<file path="src/rtl/dpram_fifo_ctrl.sv">
// FIFO controller in front of a dual-port RAM: converts push/pop into RAM write/read
// requests and tracks pointers, occupancy, status and sticky error flags.
module dpram_fifo_ctrl #(
    parameter int ADDR_SIZE = 4,
    parameter int DATA_SIZE = 32,
    parameter int DEPTH     = 2**ADDR_SIZE,
    parameter int AFULL_TH  = DEPTH-2,
    parameter int AEMPTY_TH = 2
) (
    input  logic                 clk,
    input  logic                 rst,
    input  logic                 flush,
    input  logic                 push,
    input  logic [DATA_SIZE-1:0] push_data,
    input  logic                 pop,
    output logic                 pop_valid,
    output logic [DATA_SIZE-1:0] pop_data,
    output logic                 full,
    output logic                 empty,
    output logic                 almost_full,
    output logic                 almost_empty,
    output logic [ADDR_SIZE:0]   count,
    output logic                 overflow,
    output logic                 underflow,
    output logic                 wr,
    output logic [ADDR_SIZE-1:0] addr_wr,
    output logic [DATA_SIZE-1:0] data_wr,
    output logic                 rd,
    output logic [ADDR_SIZE-1:0] addr_rd,
    input  logic [DATA_SIZE-1:0] data_rd
);

    localparam logic [ADDR_SIZE:0]   DEPTH_C  = DEPTH[ADDR_SIZE:0];
    localparam logic [ADDR_SIZE:0]   AFULL_C  = AFULL_TH[ADDR_SIZE:0];
    localparam logic [ADDR_SIZE:0]   AEMPTY_C = AEMPTY_TH[ADDR_SIZE:0];
    localparam logic [ADDR_SIZE-1:0] PTR_ONE  = {{(ADDR_SIZE-1){1'b0}}, 1'b1};

    logic [ADDR_SIZE-1:0] wptr_q, wptr_d;
    logic [ADDR_SIZE-1:0] rptr_q, rptr_d;
    logic [ADDR_SIZE:0]   count_q, count_d;
    logic                 pop_valid_q, pop_valid_d;
    logic                 overflow_q, overflow_d;
    logic                 underflow_q, underflow_d;
    logic                 push_acc, pop_acc;

    // Handshake: a push/pop is taken in any cycle where it is asserted and the FIFO
    // is not full/empty and no flush is active; a refused request has no effect
    // beyond the sticky error flag. Popped data follows one cycle later with pop_valid.
    assign full         = (count_q == DEPTH_C);
    assign empty        = (count_q == '0);
    assign almost_full  = (count_q >= AFULL_C);
    assign almost_empty = (count_q <= AEMPTY_C);
    assign count        = count_q;
    assign overflow     = overflow_q;
    assign underflow    = underflow_q;
    assign pop_valid    = pop_valid_q;
    assign pop_data     = data_rd;

    always_comb begin
        push_acc    = push & ~full & ~flush;
        pop_acc     = pop & ~empty & ~flush;
        wptr_d      = wptr_q;
        rptr_d      = rptr_q;
        count_d     = count_q;
        pop_valid_d = pop_acc;
        overflow_d  = overflow_q | (push & full);
        underflow_d = underflow_q | (pop & empty);
        if (flush) begin
            wptr_d      = '0;
            rptr_d      = '0;
            count_d     = '0;
            overflow_d  = 1'b0;
            underflow_d = 1'b0;
        end else begin
            if (push_acc) wptr_d = wptr_q + PTR_ONE;
            if (pop_acc)  rptr_d = rptr_q + PTR_ONE;
            if (push_acc && !pop_acc) count_d = count_q + 1'b1;
            if (pop_acc && !push_acc) count_d = count_q - 1'b1;
        end
    end

    // RAM requests are held off while reset is asserted, even if push is high.
    assign wr      = push_acc & rst;
    assign addr_wr = wptr_q;
    assign data_wr = push_data;
    assign rd      = pop_acc & rst;
    assign addr_rd = rptr_q;

    always_ff @(posedge clk or negedge rst) begin
        if (!rst) begin
            wptr_q      <= '0;
            rptr_q      <= '0;
            count_q     <= '0;
            pop_valid_q <= 1'b0;
            overflow_q  <= 1'b0;
            underflow_q <= 1'b0;
        end else begin
            wptr_q      <= wptr_d;
            rptr_q      <= rptr_d;
            count_q     <= count_d;
            pop_valid_q <= pop_valid_d;
            overflow_q  <= overflow_d;
            underflow_q <= underflow_d;
        end
    end

endmodule

</file>
<file path="config.mk">
export PLATFORM = sky130hd
export DESIGN_NAME = dpram_fifo_ctrl
export DESIGN_NICKNAME = d
export VERILOG_FILES = /design/src/rtl/dpram_fifo_ctrl.sv
export SDC_FILE = /design/constraint.sdc
export NUM_CORES = 1
export LEC_CHECK = 0
export ABC_AREA = 1
export CAP_MARGIN = 15
export CORE_MARGIN = 4
export CORE_UTILIZATION = 32
export CTS_BUF_LIST = sky130_fd_sc_hd__clkbuf_8
export DETAILED_ROUTE_END_ITERATION = 6
export PLACE_DENSITY_LB_ADDON = 0.12
export SLEW_MARGIN = 20
export SYNTH_ARGS = -nofsm -noshare
export SYNTH_HDL_FRONTEND = slang
export SYNTH_SLANG_ARGS = --single-unit
</file>
<file path="constraint.sdc">
create_clock -name clk -period 2.79 [get_ports clk]
set_input_delay 0.279 -clock clk [delete_from_list [all_inputs] [get_ports clk]]
set_output_delay 0.279 -clock clk [all_outputs]
set_load 0.01 [all_outputs]
</file>
Met4 routing:
(4 px per um) Supply wires on this layer in gray.
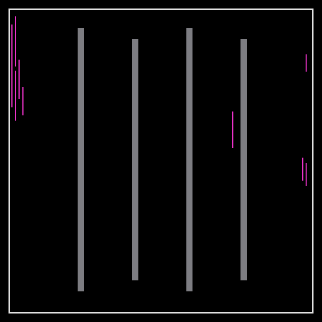
main direction	vertical
nets with wire on the layer	9
final wirelength: 2.881 mm
via count: 1,023

Nets reached from selected ports:
(4 px per um)
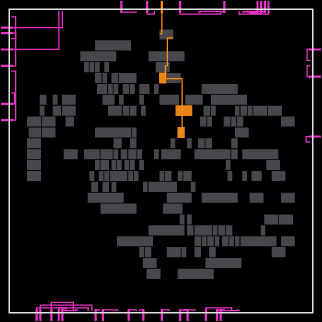
color	port	bits	direction	edge	end cells	wire
orange	`push`	1	input	north	3	36.8 um
magenta	`data_rd`	32	input	15 south, 8 north, 6 west, 3 east	0	211 um
Boundary Pins: 155
number of port buffers: 26

Local utilization:
(4 px per um) 8 x 8 tiles, from dark blue (low) to red (high), 0 to 100% covered.
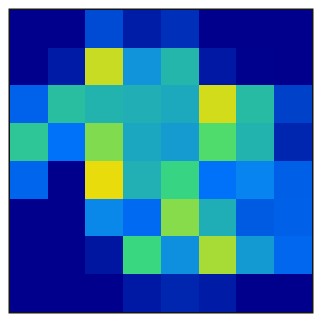
densest ninth of the die	center
mean over tiles	23%
fullest tile	72%
emptiest ninth of the die	south-west
nearly empty tiles	28%
Util after Layout: 30.82%
Core ar.: 4384 um2
Init Core Util: 33.25%

Clock distribution:
(4 px per um)
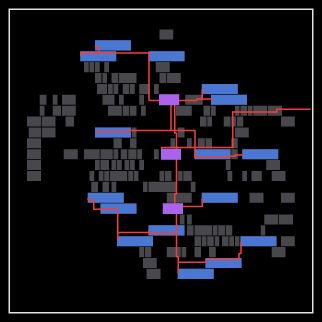
[purple] clock-net drivers | count: 3
[blue] flip-flops | count: 16
[red] clock wires | length: 264 um
routed clock nets	4
Clock power frac: 14.4%
Clk. pwr: 0.173 mW
Worst Skew: 0.006144 ns

Routing congestion:
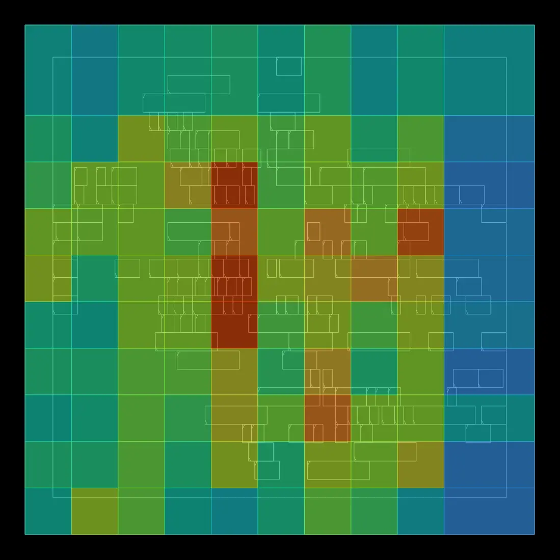
Total Routing Usage GR: 10.63%
most crowded layer after global routing: met2
met2 Usage GRT: 16.30%
GR Layer Usage met3: 5.673%
GRT met1 Usage: 11.89%

==> Slide: Implementation Results <==
Synthesis and Place & Route Summary

Power
  – Internal Power: 0.6893 mW
  – Max VDD drop: just over 0.4 mV
  – Pwr dens: around 890 nW/um2
  – Sw Share: a little over two fifths
  – Flop pwr share: a little under a third
  – Leakage: approximately 0.63 nW
  – Sequential power: about 0.38 mW
  – Combinational power: 0.646 mW
  – Top power group: combinational logic
  – Design Power: roughly 1.2 mW

Synth
  – Syn Nets: about 260
  – Commonest cells in the netlist: buf_4, nand2_1, dfrtp_1, inv_1, nand3_1
  – Ys flops: 16
  – Yosys stat area: 1458 um2
  – # Cells Yosys: about 190
  – Simple-gate share of the synthesized area: around 22%
  – Main area contributors: buf_4, dfrtp_1, nand2_1
  – Syn_area_per_cell: about 8 um2
  – Most frequent cell after synthesis: buf_4
  – Fraction of registers with async set/reset: 100.0%
  – Commonest flop: dfrtp_1
  – Synth top area share: approximately 33%
  – Post-synth EDFFs: 0
  – Cell type with the largest total area: buf_4
  – Yosys warning total: 0
  – Unique masters post-synth: 25
  – Main logic family: buffers and inverters
  – Gate Count Post-Synth: 187
  – Post-synth seq share: between 20 and 30%
  – Synthesized area: 1458 um2
  – Yosys adder share: about 3.4%
  – Synth Area in XOR/XNOR: about 1.2%

Floorplan
  – Die height: between 70 and 80 um
  – Tap Cells: ~52
  – Die Wd: ~75 um
  – Row cnt: 24
  – Total die area: between 5000 and 6000 um2

Run
  – OpenROAD warning count: 26
  – Max-Cap Viols: 0

Worst setup path
  – Slowest cell on the critical path: clkdlybuf4s50_1
  – Worst Path Arrival: around 1.9 ns
  – Critical Path Source: flush
  – CP delay by family, top: buffers and inverters
  – Crit. End Element: output port
  – R2R cell count: 15
  – Setup CP Type: input pin to output port
  – Reg-to-Reg End: count[4]$_DFFE_PN0P_
  – Worst-path fanout max: 10
  – Reg2reg start: count[0]$_DFFE_PN0P_
  – Crit path largest cell delay: approximately 0.54 ns
  – Element type at the critical path start: input pin
  – Crit path buf inv count: 3
  – Worst-path cell chain: clkdlybuf4s50_1 > inv_2 > nand3_1 > nor2_1 > clkdlybuf4s50_1

STA
  – Slew HR: 76.34%
  – Final period util: around four fifths
  – RSZ-0062 raised after global routing: false
  – Hold_ws: 0.3994 ns
  – Setup violations, final: 0
  – Crit path time final: 2.185 ns
  – Final setup TNS: 0 ns
  – Final WS setup: a little over 0.6 ns
  – Slew @ Worst Pin: between 0.3 and 0.4 ns
  – Final hold vios: 0
  – Max Transition Viols Final: 0
  – Achievable Freq: roughly 0.46 GHz

Final layout
  – Top cell category: combinational gates
  – Logic area: about 500 um2
  – FILL cells: between 400 and 500
  – Fin nets: 228
  – Diode count: 0
  – Reg area: 400.4 um2
  – Most common logic cells in the final layout: clkdlybuf4s50_1, nand2_1, dfrtp_1, inv_1, nand3_1
  – Invs w/o clock: 20
  – Max reg flops: 5
  – Area grow syn2layout: -7.296%
  – Clock-cell share: 3.056%
  – Comb gates: just under 90
  – Layout cells sized above 1: around 14%
  – Fin area: 1351 um2
  – Flop count: 16
  – Dominant logic cell type in the layout: clkdlybuf4s50_1
  – Sequential share of cell area: 29.63%
  – Non-filler cells, final: between 200 and 250

Detailed routing
  – Residual DRC count: 0
  – DR WL/cell: 14.05 um
  – ANT nets after route: 0
  – DR WL met2: between 1 and 1.5 mm
  – 1st-iter DRT viols: 28
  – Top sig layer: met4
  – Met3 WL: around 350 um
  – Avg Vias per Cell: between 4 and 5

Placed design
  – Cell count after placement: 202
  – Dpl hpwl: between 2 and 2.5 mm
  – DP Worst Slack: 0.5129 ns
  – Area post-placement: ~1300 um2

GRT
  – Largest net degree at the start of global routing: 17
  – First-pass GRT wire length: about 4.6 mm
  – Vias in the first global route: roughly 990
  – Global route overflow: 0
  – Initial antenna violation count: 0

Clocking
  – Post-CTS Resized: 0
  – Clk root buf: clkbuf_8
  – Sink Count: 16
  – Hold Buf Count CTS: 0
  – Maximum clock path buffer count: 2
  – CTS tree: done
  – CTS Buf Count: 3

Hold path
  – Hold Crit Class: input pin to async pin

Status
  – Status: finished, final reports clean
Power figures rest on the tool's default switching activity, not on a simulated workload.
